===== config.mk =====
export PLATFORM = sky130hd
export DESIGN_NAME = muldiv_sequencer
export DESIGN_NICKNAME = d
export VERILOG_FILES = /design/src/rtl/muldiv_sequencer_pkg.sv /design/src/rtl/muldiv_div_step.sv /design/src/rtl/muldiv_sequencer.sv
export SDC_FILE = /design/constraint.sdc
export NUM_CORES = 2
export LEC_CHECK = 0
export CORE_ASPECT_RATIO = 1.25
export CORE_MARGIN = 8
export CORE_UTILIZATION = 70
export CTS_CLUSTER_DIAMETER = 150
export CTS_CLUSTER_SIZE = 14
export DETAILED_ROUTE_END_ITERATION = 8
export GPL_ROUTABILITY_DRIVEN = 0
export PLACE_DENSITY_LB_ADDON = 0.15
export SYNTH_ARGS = -nofsm -noshare
export SYNTH_HDL_FRONTEND = slang
export SYNTH_SLANG_ARGS = --single-unit

===== constraint.sdc =====
create_clock -name clk -period 16.3 [get_ports clk]
set_clock_uncertainty 0.05 [all_clocks]
set_input_delay 3.26 -clock clk [delete_from_list [all_inputs] [get_ports clk]]
set_output_delay 3.26 -clock clk [all_outputs]
set_load 0.005 [all_outputs]

===== src/rtl/muldiv_sequencer_pkg.sv =====
// Shared definitions for the M-extension sequencer: operation codes, FSM states
// and divider iteration count.
package muldiv_sequencer_pkg;

  localparam int DIV_ITERATIONS = 32;

  localparam logic [5:0] ALU_OPERATIONS_ADD   = 6'h00;
  localparam logic [5:0] ALU_OPERATIONS_MUL   = 6'h20;
  localparam logic [5:0] ALU_OPERATIONS_MULH  = 6'h21;
  localparam logic [5:0] ALU_OPERATIONS_MULSU = 6'h22;
  localparam logic [5:0] ALU_OPERATIONS_MULU  = 6'h23;
  localparam logic [5:0] ALU_OPERATIONS_DIV   = 6'h24;
  localparam logic [5:0] ALU_OPERATIONS_DIVU  = 6'h25;
  localparam logic [5:0] ALU_OPERATIONS_REM   = 6'h26;
  localparam logic [5:0] ALU_OPERATIONS_REMU  = 6'h27;

  typedef enum logic [2:0] {
    IDLE  = 3'd0,
    MUL   = 3'd1,
    DIV   = 3'd2,
    FIXUP = 3'd3,
    DONE  = 3'd4
  } muldiv_state_t;

  function automatic logic is_muldiv_op(input logic [5:0] op);
    return op inside {ALU_OPERATIONS_MUL, ALU_OPERATIONS_MULH, ALU_OPERATIONS_MULSU,
                      ALU_OPERATIONS_MULU, ALU_OPERATIONS_DIV, ALU_OPERATIONS_DIVU,
                      ALU_OPERATIONS_REM, ALU_OPERATIONS_REMU};
  endfunction

endpackage


===== src/rtl/muldiv_div_step.sv =====
// One restoring-division iteration: shift in the next dividend bit, subtract the
// divisor when it does not borrow, and shift the new quotient bit in.
module muldiv_div_step #(
  parameter int XLEN = 32
) (
  input  logic [XLEN:0]   rem,
  input  logic [XLEN-1:0] quotient,
  input  logic [XLEN-1:0] divisor,
  output logic [XLEN:0]   rem_next,
  output logic [XLEN-1:0] quotient_next
);

  logic [XLEN+1:0] rem_shifted;
  logic [XLEN+1:0] diff;
  logic            borrow;

  // The quotient register doubles as the dividend shifter, so its MSB is the next dividend bit.
  assign rem_shifted   = {rem, quotient[XLEN-1]};
  assign diff          = rem_shifted - {2'b00, divisor};
  assign borrow        = diff[XLEN+1];
  assign rem_next      = borrow ? rem_shifted[XLEN:0] : diff[XLEN:0];
  assign quotient_next = {quotient[XLEN-2:0], ~borrow};

endmodule


===== src/rtl/muldiv_sequencer.sv =====
// Multi-cycle MUL/DIV controller for the execute stage; stalls upstream until the
// result is returned.
//
// state | meaning
// IDLE  | ready, waiting for an M-extension op
// MUL   | latched operands, product computed and captured into result
// DIV   | 32 restoring iterations, one quotient bit per cycle
// FIXUP | apply sign to quotient / remainder
// DONE  | result_valid pulse, back to IDLE
module muldiv_sequencer
  import muldiv_sequencer_pkg::*;
#(
  parameter int XLEN = 32
) (
  input  logic            clk,
  input  logic            rst_n,
  input  logic            valid,
  input  logic [5:0]      alu_operation,
  input  logic [XLEN-1:0] operand1,
  input  logic [XLEN-1:0] operand2,
  input  logic            flush,
  output logic            ready,
  output logic            stall,
  output logic            result_valid,
  output logic [XLEN-1:0] result
);

  muldiv_state_t   state, state_next;
  logic [5:0]      op_q;
  logic [XLEN:0]   mul_a_q, mul_b_q;
  logic [XLEN:0]   rem_q;
  logic [XLEN-1:0] quo_q, divisor_q;
  logic [4:0]      count_q;
  logic            neg_quo_q, neg_rem_q;
  logic [XLEN-1:0] result_q;

  logic            accept;
  logic            op_is_mul, op_signed_div, op_is_rem;
  logic            mul_a_signed, mul_b_signed;
  logic            div_by_zero, div_overflow, special;
  logic [XLEN-1:0] special_result;
  logic            dvd_neg, dvs_neg;
  logic [XLEN-1:0] dvd_mag, dvs_mag;

  logic [XLEN:0]     step_rem;
  logic [XLEN-1:0]   step_quo;
  logic [2*XLEN-1:0] mul_a_wide, mul_b_wide, product;
  logic [XLEN-1:0]   mul_result, quo_fix, rem_fix, fix_result;
  logic [XLEN-1:0]   result_d;
  logic              load_result;

  // Decode of the incoming request; only meaningful in the accept cycle.
  always_comb begin
    accept        = valid && (state == IDLE) && is_muldiv_op(alu_operation) && !flush;
    op_is_mul     = alu_operation inside {ALU_OPERATIONS_MUL, ALU_OPERATIONS_MULH,
                                          ALU_OPERATIONS_MULSU, ALU_OPERATIONS_MULU};
    op_signed_div = (alu_operation == ALU_OPERATIONS_DIV) || (alu_operation == ALU_OPERATIONS_REM);
    op_is_rem     = (alu_operation == ALU_OPERATIONS_REM) || (alu_operation == ALU_OPERATIONS_REMU);
    mul_a_signed  = (alu_operation == ALU_OPERATIONS_MULH) || (alu_operation == ALU_OPERATIONS_MULSU);
    mul_b_signed  = (alu_operation == ALU_OPERATIONS_MULH);
    div_by_zero   = (operand2 == '0);
    div_overflow  = op_signed_div && (operand1 == {1'b1, {(XLEN-1){1'b0}}}) && (operand2 == '1);
    special       = !op_is_mul && (div_by_zero || div_overflow);
    if (div_by_zero) special_result = op_is_rem ? operand1 : '1;
    else             special_result = op_is_rem ? '0 : operand1;
    dvd_neg = op_signed_div && operand1[XLEN-1];
    dvs_neg = op_signed_div && operand2[XLEN-1];
    dvd_mag = dvd_neg ? -operand1 : operand1;
    dvs_mag = dvs_neg ? -operand2 : operand2;
  end

  muldiv_div_step #(.XLEN(XLEN)) u_div_step (
    .rem           (rem_q),
    .quotient      (quo_q),
    .divisor       (divisor_q),
    .rem_next      (step_rem),
    .quotient_next (step_quo)
  );

  // Low 2*XLEN bits of the 33x33 signed product; sign-extending makes a plain multiply exact.
  always_comb begin
    mul_a_wide = {{(XLEN-1){mul_a_q[XLEN]}}, mul_a_q};
    mul_b_wide = {{(XLEN-1){mul_b_q[XLEN]}}, mul_b_q};
    product    = mul_a_wide * mul_b_wide;
    mul_result = (op_q == ALU_OPERATIONS_MUL) ? product[XLEN-1:0] : product[2*XLEN-1:XLEN];
    quo_fix    = neg_quo_q ? -quo_q : quo_q;
    rem_fix    = neg_rem_q ? -rem_q[XLEN-1:0] : rem_q[XLEN-1:0];
    fix_result = ((op_q == ALU_OPERATIONS_REM) || (op_q == ALU_OPERATIONS_REMU)) ? rem_fix : quo_fix;
  end

  always_comb begin
    state_next = state;
    result_d   = '0;
    case (state)
      IDLE: begin
        result_d = special_result;
        if (accept) begin
          if (op_is_mul)    state_next = MUL;
          else if (special) state_next = DONE;
          else              state_next = DIV;
        end
      end
      MUL: begin
        result_d   = mul_result;
        state_next = DONE;
      end
      DIV: begin
        if (count_q == 5'(DIV_ITERATIONS - 1)) state_next = FIXUP;
      end
      FIXUP: begin
        result_d   = fix_result;
        state_next = DONE;
      end
      DONE:    state_next = IDLE;
      default: state_next = IDLE;
    endcase
    if (flush && (state != IDLE)) state_next = IDLE;
    load_result = (state_next == DONE) && (state != DONE);
  end

  always_ff @(posedge clk or negedge rst_n) begin
    if (!rst_n) begin
      state     <= IDLE;
      op_q      <= '0;
      mul_a_q   <= '0;
      mul_b_q   <= '0;
      rem_q     <= '0;
      quo_q     <= '0;
      divisor_q <= '0;
      count_q   <= '0;
      neg_quo_q <= 1'b0;
      neg_rem_q <= 1'b0;
      result_q  <= '0;
    end else begin
      state <= state_next;
      if (accept) begin
        op_q      <= alu_operation;
        mul_a_q   <= {mul_a_signed & operand1[XLEN-1], operand1};
        mul_b_q   <= {mul_b_signed & operand2[XLEN-1], operand2};
        rem_q     <= '0;
        quo_q     <= dvd_mag;
        divisor_q <= dvs_mag;
        count_q   <= '0;
        neg_quo_q <= dvd_neg ^ dvs_neg;
        neg_rem_q <= dvd_neg;
      end else if (state == DIV) begin
        rem_q <= step_rem;
        quo_q <= step_quo;
        if (count_q != 5'(DIV_ITERATIONS - 1)) count_q <= count_q + 5'd1;
      end
      if (load_result) result_q <= result_d;
    end
  end

  assign ready        = (state == IDLE);
  assign stall        = accept || (state inside {MUL, DIV, FIXUP});
  assign result_valid = (state == DONE) && !flush;
  assign result       = result_q;

endmodule


==> summary.txt <==
Status of the implementation.

- The count of buffering cells on the critical path with inverters included is 5, for reference.
- The class of the tightest hold or removal check is reg2reg, for reference.
- The pin closest to its max-slew limit shows a slew of 1.16 ns.
- The number of maximum-capacitance violations is 0, for reference.
- The area share of the leading cell type in the synthesized netlist is 43.1%, for reference.
- Setup repair after global routing left no endpoint under its margin.
- Synthesis handed over a netlist of 5928 instances.
- Summed over all layers, the routed wires come to 143000 um.
- The residual overflow from global routing is 0, for reference.
- The startpoint of the tightest hold check path is op_q[5], for reference.
- The synthesis warning total is 0, for reference.
- The total negative setup slack is 0 ns, for reference.
- Summed over all instances, the cell type with the most area after synthesis is fa_1.
- The worst hold slack is 0.411 ns, for reference.
- The layout summary lists the proportion of cells stronger than drive strength 1 as 2.50%.
- The number of warnings in the stage logs is 30, for reference.
- Among all stages on the critical path, the largest delay is contributed by dfrtp_1.
- After synthesis, flip-flops and latches occupy 10.1% of the total area.
- The report puts the hold buffer count at CTS at 0.
- The CTS report gives the tree buffer count as 18.
- The net count of the finished layout is 7283.
- The CTS tree is built, for reference.
- The source of the critical timing path is mul_a_q[32], for reference.
- In this run the full chip footprint comes out at 83700 um^2.
- Each instance of the synthesized netlist takes up on average 8.81 um^2.
- The most common cell type on the critical path is fa_1, for reference.
- The overall die width is 260 um, for reference.
- According to the floorplan report, the placeable core area is 74300 um^2.
- The count of boundary I/O pins is 109, for reference.
- The shortest clock period the worst path allows after layout is 9.40 ns, for reference.
- The maximum count of clock buffers along a single path is 3, for reference.
- The pin count of the biggest net entering global routing is 197, for reference.
- Yosys reports a chip area of 52200 um^2.
- Yosys mapped a number of flops with a built-in enable equal to 0.
- As logged by OpenROAD, the buffers inserted on ports number 108.
- The clock transition at the registers of the reported paths is 0.08 ns, for reference.
- The timing report gives the biggest stage delay along the critical path as 1.11 ns.
- The iteration tally of the first detailed-router pass is 6, for reference.
- The maximum fanout count along the critical path is 33, for reference.
- In the Yosys report the total cell count is 5928.
- The HPWL after detailed placement is 115000 um.
- Along the worst hold path, the cell count comes to 1.
- The post-detailed-route DRC marker count is 0, for reference.
- The capture instance of the worst register-to-register path is result[31], for reference.
- In the final routed layout, each cell accounts on average for 21.1 um.
- The run finished with clean final reports.
- The source-to-sink clock delay at the later pin of the worst-skew pair is 0.53 ns, for reference.
- By area the synthesized netlist is led by fa_1, dfrtp_1, inv_1, nand2_1, and2_1.
- The startpoint of the worst register-to-register path is mul_a_q[32], for reference.
- Per the detail_route report, vias per standard cell equal 6.01.
- The count of clock tree sinks is 210, for reference.
- The highest clock rate this design can be run at is 106 MHz.
- The post-CTS setup buffer count is 0, for reference.
- Synthesis inferred 210 register bits.
- The critical path endpoint category is a register, for reference.
- In the final report, the number of pins over their slew limit comes to 0.
- The final antenna-violating net count is 0, for reference.
- The final-report setup violation count is 0, for reference.
- Listed in order, past its start point the critical path passes nand2_1 > inv_1 > fa_1 > fa_1 > fa_1 > fa_1 > inv_1 > fa_1 > inv_1 > fa_1 > fa_1 > inv_1 > fa_1 > inv_1 > ha_1 > a21o_1 > a21oi_1 > or4b_2 > o22ai_1 > o21ai_0 > nor3_1 > a21oi_1 > a221o_1.
- The routed via count is 40900, for reference.
- Relative to the synthesized area, the layout overhead comes to 4.41%.
- In this run the number of H-tree levels came out at 1.
- The data arrival time of the worst path is 9.74 ns, for reference.
- The capture point of the critical path was reported as result[31].
- The element type at the critical path start is a register, for reference.
- The final hold violation count recorded for this run is 0.
- Per the synth stats, the proportion of register bits with asynchronous set or reset is 100%.
- The worst hold path endpoint is op_q[5], for reference.
- The via count of the first global-routing pass is 44500, for reference.
- The clock root buffer is clkbuf_16, for reference.
- The post-synthesis cell area is 52200 um^2, for reference.
- For the worst setup path, the data required time is 16.64 ns.
-- layout by cell type, fill, tap and decap left out, drive strengths merged, types with 33 or more instances in the layout --
cell,netlist,final
and2,545,545
a31oi,41,41
fa,1126,1126
o31ai,34,34
o22ai,34,34
nand2,972,972
xnor2,129,129
a21oi,188,188
a21o,36,36
buf,16,88
xor2,91,91
inv,1198,1198
ha,251,251
nor2b,33,33
dfrtp,210,210
o21ai,204,204
clkdlybuf4s50,0,107
nor2,131,131
-- final cells by class --
type | instances | area [um^2] | share of cell area [%]
multi-input cells | 4209 | 41400 | 75.8
clock buffers | 18 | 450 | 0.826
diodes | 1 | 2.50 | 0.00459
inverters | 1198 | 4500 | 8.24
flip-flops and latches | 210 | 5260 | 9.63
repair buffers | 195 | 1750 | 3.21
clock inverters | 1 | 16.3 | 0.0298
well taps | 969 | 1210 | 2.22
-- metrics by stage --
step / instances / area [um^2] / setup slack (ns)
global route: 6800 / 54500 / 6.47
CTS: 6800 / 54500 / 7.02
global placement: 6781 / 54100 / 7.21
detailed placement: 6781 / 54100 / 7.04
floorplan: 5928 / 52200 / 8.29
finish: 6801 / 54500 / 6.90
-- per-layer routing --
metal / track usage, % / wire, um
met5: 0 / 11
met4: 21.6 / 11000
met3: 4.88 / 11200
met2: 60.9 / 72200
met1: 41.9 / 48700
-- registers in the layout, indices dropped and copies added, names as in the netlist --
name,cells
count_q,5
divisor_q,31
mul_a_q,33
mul_b_q,33
neg_quo_q,1
neg_rem_q,1
op_q,6
quo_q,32
rem_q,33
result,32
state,3
-- synthesized netlist by cell type, types with 25 or more instances --
master / instances
nor2b_1: 33
nor3_1: 28
dfrtp_1: 210
a21o_1: 36
nor2_1: 131
fa_1: 1126
nand2b_1: 25
o21ai_0: 199
ha_1: 251
mux2i_1: 30
o22ai_1: 34
xnor2_1: 128
nand3_1: 30
and2_1: 545
a31oi_1: 41
xor2_1: 91
inv_1: 1198
o21bai_1: 25
a21oi_1: 188
o31ai_1: 30
clkbuf_1: 295
nand2_1: 972
-- worst reg2reg max path: cells and delay by family, from the launching register on --
kind / cells / cell delay (ns)
and+or+nand+nor: 3 / 1.08
DFF: 1 / 1.11
buffers and inverters: 5 / 0.69
AOI/OAI and AO/OA: 6 / 1.33
adders and majority gates: 9 / 5.04
-- cells by family after synthesis --
| logic type | Yosys count | share of synthesized area [%] |
|---|---|---|
| multiplexers | 31 | 0.596 |
| flip-flops | 210 | 10.1 |
| buffers and inverters | 1509 | 10.9 |
| AND-OR/OR-AND | 693 | 8.21 |
| adder cells (fa/ha/maj) | 1377 | 49.2 |
| XOR/XNOR | 220 | 3.70 |
| AND/OR/NAND/NOR | 1888 | 17.4 |
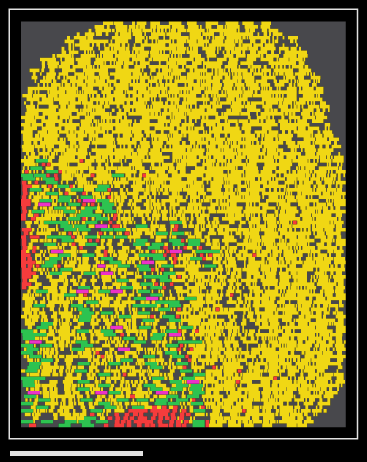
**Above:** cell classes on the final placement.
Bar = 100 um. Fill, decap, tap and diode cells in grey.
[yellow] remaining logic cells | cells: 5407 | share of their area: 86%
[green] registers | cells: 210 | share of their area: 9.9%
[magenta] clock drivers and dummy loads | cells: 19 | share of their area: 0.88%
[red] remaining buffers and delay cells | cells: 195 | share of their area: 3.3%

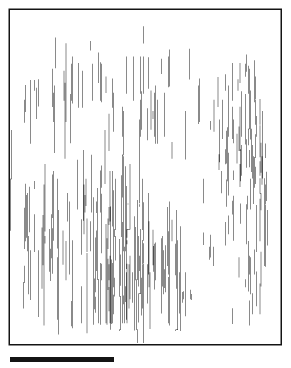
**Above:** M4 wires.
Bar = 100 um.
share of all routed wire: 7.7%
longest straight run: 135 um
wire length on this layer: 11000 um
main direction: vertical

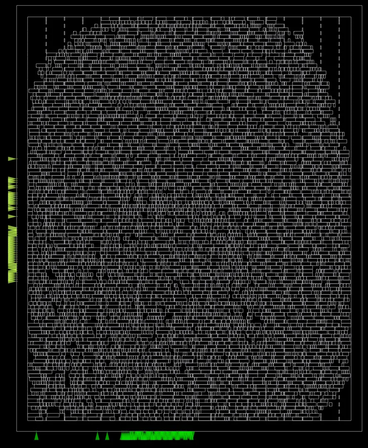
**Above:** cell placement.
final standard cell utilization of the core: 73.4%
sequential fraction of total cell area: 9.63%
FFs & Latches: 210
fill count: 5582

